`src/rtl/custom_instr_arbiter.sv`:
```
// Round-robin arbiter sharing one fixed-latency custom-instruction unit between
// NUM_REQ requesters; a tag pipeline routes each result back to its issuer.
module custom_instr_arbiter #(
    parameter int NUM_REQ   = 2,
    parameter int HID_WIDTH = 1,
    parameter int LATENCY   = 1
) (
    input  logic                           clk,
    input  logic                           rst,
    input  logic [NUM_REQ-1:0]             req_valid_in,
    output logic [NUM_REQ-1:0]             req_ready_out,
    input  logic [NUM_REQ*HID_WIDTH-1:0]   req_hid_in,
    input  logic [NUM_REQ*5-1:0]           req_major_opcode_in,
    input  logic [NUM_REQ*3-1:0]           req_minor_opcode_in,
    input  logic [NUM_REQ*32-1:0]          req_op1_in,
    input  logic [NUM_REQ*32-1:0]          req_op2_in,
    input  logic [NUM_REQ*32-1:0]          req_imm_in,
    input  logic [NUM_REQ*7-1:0]           req_funct7_in,
    output logic [NUM_REQ-1:0]             rsp_valid_out,
    output logic [31:0]                    rsp_result_out,
    output logic                           unit_valid_out,
    output logic [HID_WIDTH-1:0]           unit_hid_out,
    output logic [4:0]                     unit_major_opcode_out,
    output logic [2:0]                     unit_minor_opcode_out,
    output logic [31:0]                    unit_op1_out,
    output logic [31:0]                    unit_op2_out,
    output logic [31:0]                    unit_imm_out,
    output logic [6:0]                     unit_funct7_out,
    input  logic [31:0]                    unit_result_in
);
    localparam int IDX_W = $clog2(NUM_REQ);

    logic [NUM_REQ-1:0]            busy_q, busy_d;
    logic [IDX_W-1:0]              rr_ptr_q, rr_ptr_d;
    logic [LATENCY:0]              tag_vld_q;
    logic [LATENCY:0][IDX_W-1:0]   tag_idx_q;
    logic [NUM_REQ-1:0]            rsp_valid_q;
    logic [31:0]                   rsp_result_q;
    logic                          unit_valid_q;
    logic [HID_WIDTH-1:0]          unit_hid_q;
    logic [4:0]                    unit_major_q;
    logic [2:0]                    unit_minor_q;
    logic [31:0]                   unit_op1_q, unit_op2_q, unit_imm_q;
    logic [6:0]                    unit_funct7_q;

    logic [NUM_REQ-1:0]            elig;
    logic                          gnt_found;
    logic [IDX_W-1:0]              gnt_idx;
    logic [IDX_W-1:0]              cand_idx;
    int                            cand;

    // Search the eligible set starting at rr_ptr, wrapping modulo NUM_REQ.
    always_comb begin
        elig      = req_valid_in & ~busy_q;
        gnt_found = 1'b0;
        gnt_idx   = '0;
        cand      = 0;
        cand_idx  = '0;
        for (int k = 0; k < NUM_REQ; k++) begin
            cand = int'(rr_ptr_q) + k;
            if (cand >= NUM_REQ) cand = cand - NUM_REQ;
            cand_idx = IDX_W'(cand);
            if (!gnt_found && elig[cand_idx]) begin
                gnt_found = 1'b1;
                gnt_idx   = cand_idx;
            end
        end
        if (rst) gnt_found = 1'b0;
    end

    always_comb begin
        req_ready_out = gnt_found ? (NUM_REQ'(1) << gnt_idx) : '0;
        busy_d        = (busy_q | req_ready_out) & ~rsp_valid_q;
        rr_ptr_d      = rr_ptr_q;
        if (gnt_found)
            rr_ptr_d = (int'(gnt_idx) == NUM_REQ - 1) ? '0 : gnt_idx + IDX_W'(1);
    end

    always_ff @(posedge clk) begin
        if (rst) begin
            busy_q        <= '0;
            rr_ptr_q      <= '0;
            tag_vld_q     <= '0;
            tag_idx_q     <= '0;
            rsp_valid_q   <= '0;
            rsp_result_q  <= '0;
            unit_valid_q  <= 1'b0;
            unit_hid_q    <= '0;
            unit_major_q  <= '0;
            unit_minor_q  <= '0;
            unit_op1_q    <= '0;
            unit_op2_q    <= '0;
            unit_imm_q    <= '0;
            unit_funct7_q <= '0;
        end else begin
            busy_q       <= busy_d;
            rr_ptr_q     <= rr_ptr_d;
            unit_valid_q <= gnt_found;
            tag_vld_q    <= {tag_vld_q[LATENCY-1:0], gnt_found};
            tag_idx_q    <= {tag_idx_q[LATENCY-1:0], gnt_idx};
            if (gnt_found) begin
                unit_hid_q    <= req_hid_in[gnt_idx*HID_WIDTH +: HID_WIDTH];
                unit_major_q  <= req_major_opcode_in[gnt_idx*5 +: 5];
                unit_minor_q  <= req_minor_opcode_in[gnt_idx*3 +: 3];
                unit_op1_q    <= req_op1_in[gnt_idx*32 +: 32];
                unit_op2_q    <= req_op2_in[gnt_idx*32 +: 32];
                unit_imm_q    <= req_imm_in[gnt_idx*32 +: 32];
                unit_funct7_q <= req_funct7_in[gnt_idx*7 +: 7];
            end
            // The tag at the last stage marks the cycle the unit result is valid.
            rsp_valid_q <= tag_vld_q[LATENCY] ? (NUM_REQ'(1) << tag_idx_q[LATENCY]) : '0;
            if (tag_vld_q[LATENCY]) rsp_result_q <= unit_result_in;
        end
    end

    assign rsp_valid_out         = rsp_valid_q;
    assign rsp_result_out        = rsp_result_q;
    assign unit_valid_out        = unit_valid_q;
    assign unit_hid_out          = unit_hid_q;
    assign unit_major_opcode_out = unit_major_q;
    assign unit_minor_opcode_out = unit_minor_q;
    assign unit_op1_out          = unit_op1_q;
    assign unit_op2_out          = unit_op2_q;
    assign unit_imm_out          = unit_imm_q;
    assign unit_funct7_out       = unit_funct7_q;
endmodule

```
`config.mk`:
```
export PLATFORM = sky130hd
export DESIGN_NAME = custom_instr_arbiter
export DESIGN_NICKNAME = d
export VERILOG_FILES = /design/src/rtl/custom_instr_arbiter.sv
export SDC_FILE = /design/constraint.sdc
export NUM_CORES = 1
export LEC_CHECK = 0
export CAP_MARGIN = 30
export CORE_AREA = 3 3 158 160
export DETAILED_ROUTE_END_ITERATION = 6
export DIE_AREA = 0 0 161 163
export PLACE_DENSITY = 0.72
export SLEW_MARGIN = 20
export SYNTH_ARGS = -nofsm -noshare
export SYNTH_HDL_FRONTEND = slang
export SYNTH_SLANG_ARGS = --single-unit
```
`constraint.sdc`:
```
create_clock -name clk -period 1.3 [get_ports clk]
set_input_delay 0.26 -clock clk [delete_from_list [all_inputs] [get_ports clk]]
set_output_delay 0.26 -clock clk [all_outputs]
set_load 0.05 [all_outputs]
```
==> job_summary.md <==
## Implementation flow summary

| Metric | Value |
|---|---|
| Status | `complete, but fails checks` |
| Failing checks | `negative setup slack` |
| Worst-margin pin slew | `approximately 0.34 ns` |
| Reg2Reg Capture Point | `unit_op2_out[18]` |
| First-pass GRT wire length | `between 40 and 50 mm` |
| Final Hold Viols | `0` |
| H-tree depth | `4` |
| Crit path largest cell delay | `~0.34 ns` |
| Routed via count | `6,921` |
| Crit end category | `output port` |
| Combinational share of cell area | `between 20% and 30%` |
| Max Clock Skew | `0.01342 ns` |
| XOR/XNOR Area Share | `0%` |
| Most used routing layer | `met2` |
| R2r setup slk | `-0.37 ns` |
| Setup Viol. Count Final | `115` |
| Cell Int Power | `0.01088 W` |
| Slowest cell on crit path | `dfxtp_2` |
| DR WL/cell | `21.58 µm` |
| # port buffers | `408` |
| Chip area | `roughly 0.026 mm²` |
| Distinct lib cells | `23` |
| Largest class | `non-clock buffers` |
| Adder Area Share | `0%` |
| Basic Gates by Area | `21.77%` |
| Final Cycle Share | `129.0%` |
| Sequential portion of the cell area | `a little under a quarter` |
| Yosys top cell by instances | `dfxtp_1` |
| Pre-Repair DR Iteration Count | `5` |
| Comb pwr share | `34.2%` |
| Placed Cells incl. Taps | `around 1,300` |
| Top_reg_cell synth | `dfxtp_1` |
| Chip Area, Yosys | `0.006148 mm²` |
| Top layer in use | `met4` |
| Met2 wire len | `around 14 mm` |
| CTS tree | `yes` |
| Crit path top cell by count | `buf_12` |
| PnR worst setup slack | `-0.3774 ns` |
| Height of the die | `around 160 µm` |
| DRT iter0 DRCs | `approximately 520` |
| Initial antenna violation count | `0` |
| ClkCell Share | `around 4.2%` |
| Largest net degree at the start of global routing | `around 52` |
| Met1 wire length | `between 10 and 15 mm` |
| Post-route minimum period | `approximately 1.7 ns` |
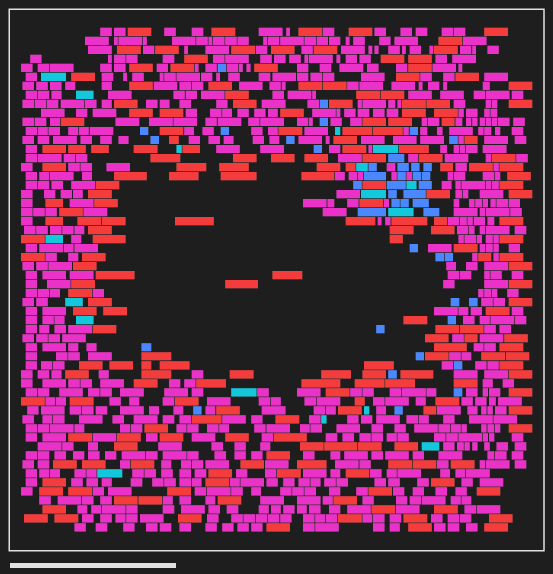
sizes.png
Scale bar: 50 µm.
- _2 cells: cyan (cells 17)
- _6 and larger: red (cells 215)
- _0 and _1 cells: magenta (cells 734)
- _3 and _4 cells: blue (cells 43)

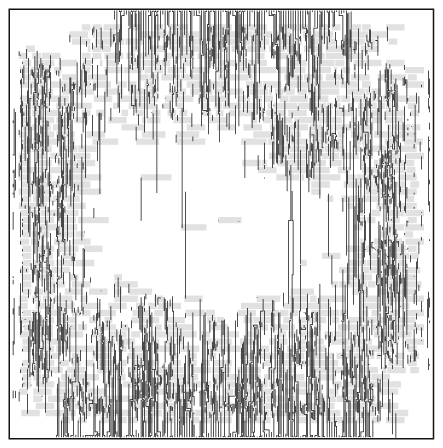
layer_met2.png
- longest straight run: 78.5 µm
- main direction: vertical
- share of all routed wire: 49%
- wire length on this layer: 14,200 µm

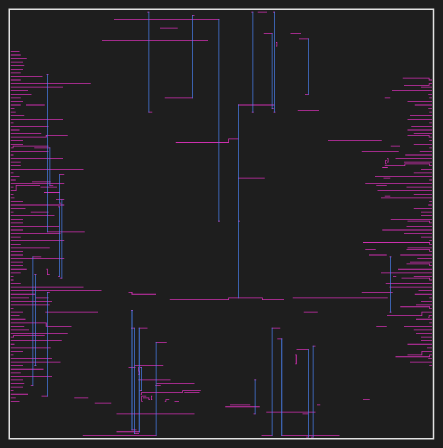
wires.png
Only two layers are drawn.
- metal 4: blue (wire length 959 µm)
- metal 3: magenta (wire length 2,220 µm)

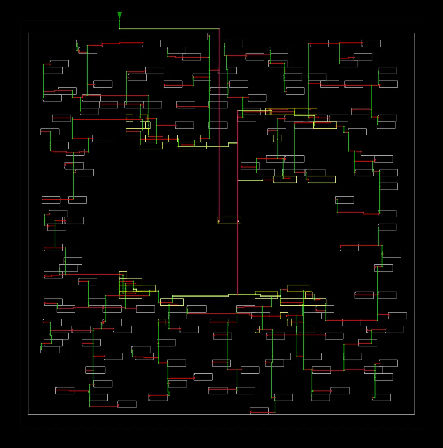
clocks.png
Clock net power: 0.00497 W
clock buffers: 17
CTS Buf Count: 17
# clock sinks: 153

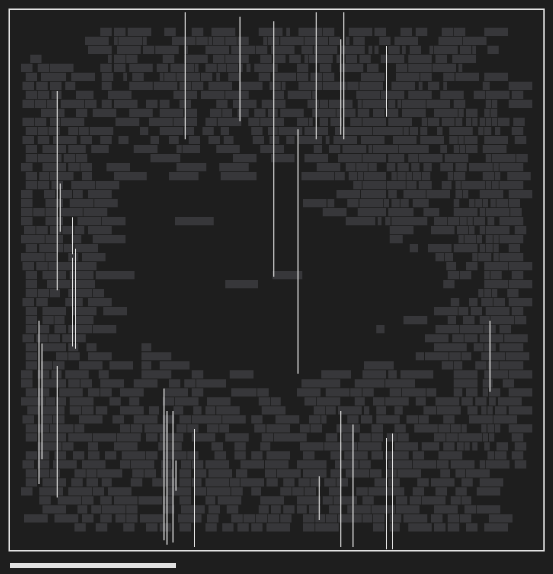
layer_met4.png
Scale bar: 50 µm.
- main direction: vertical
- longest straight run: 76.8 µm

No activity file was given, so power comes from the tool's default toggle rates.
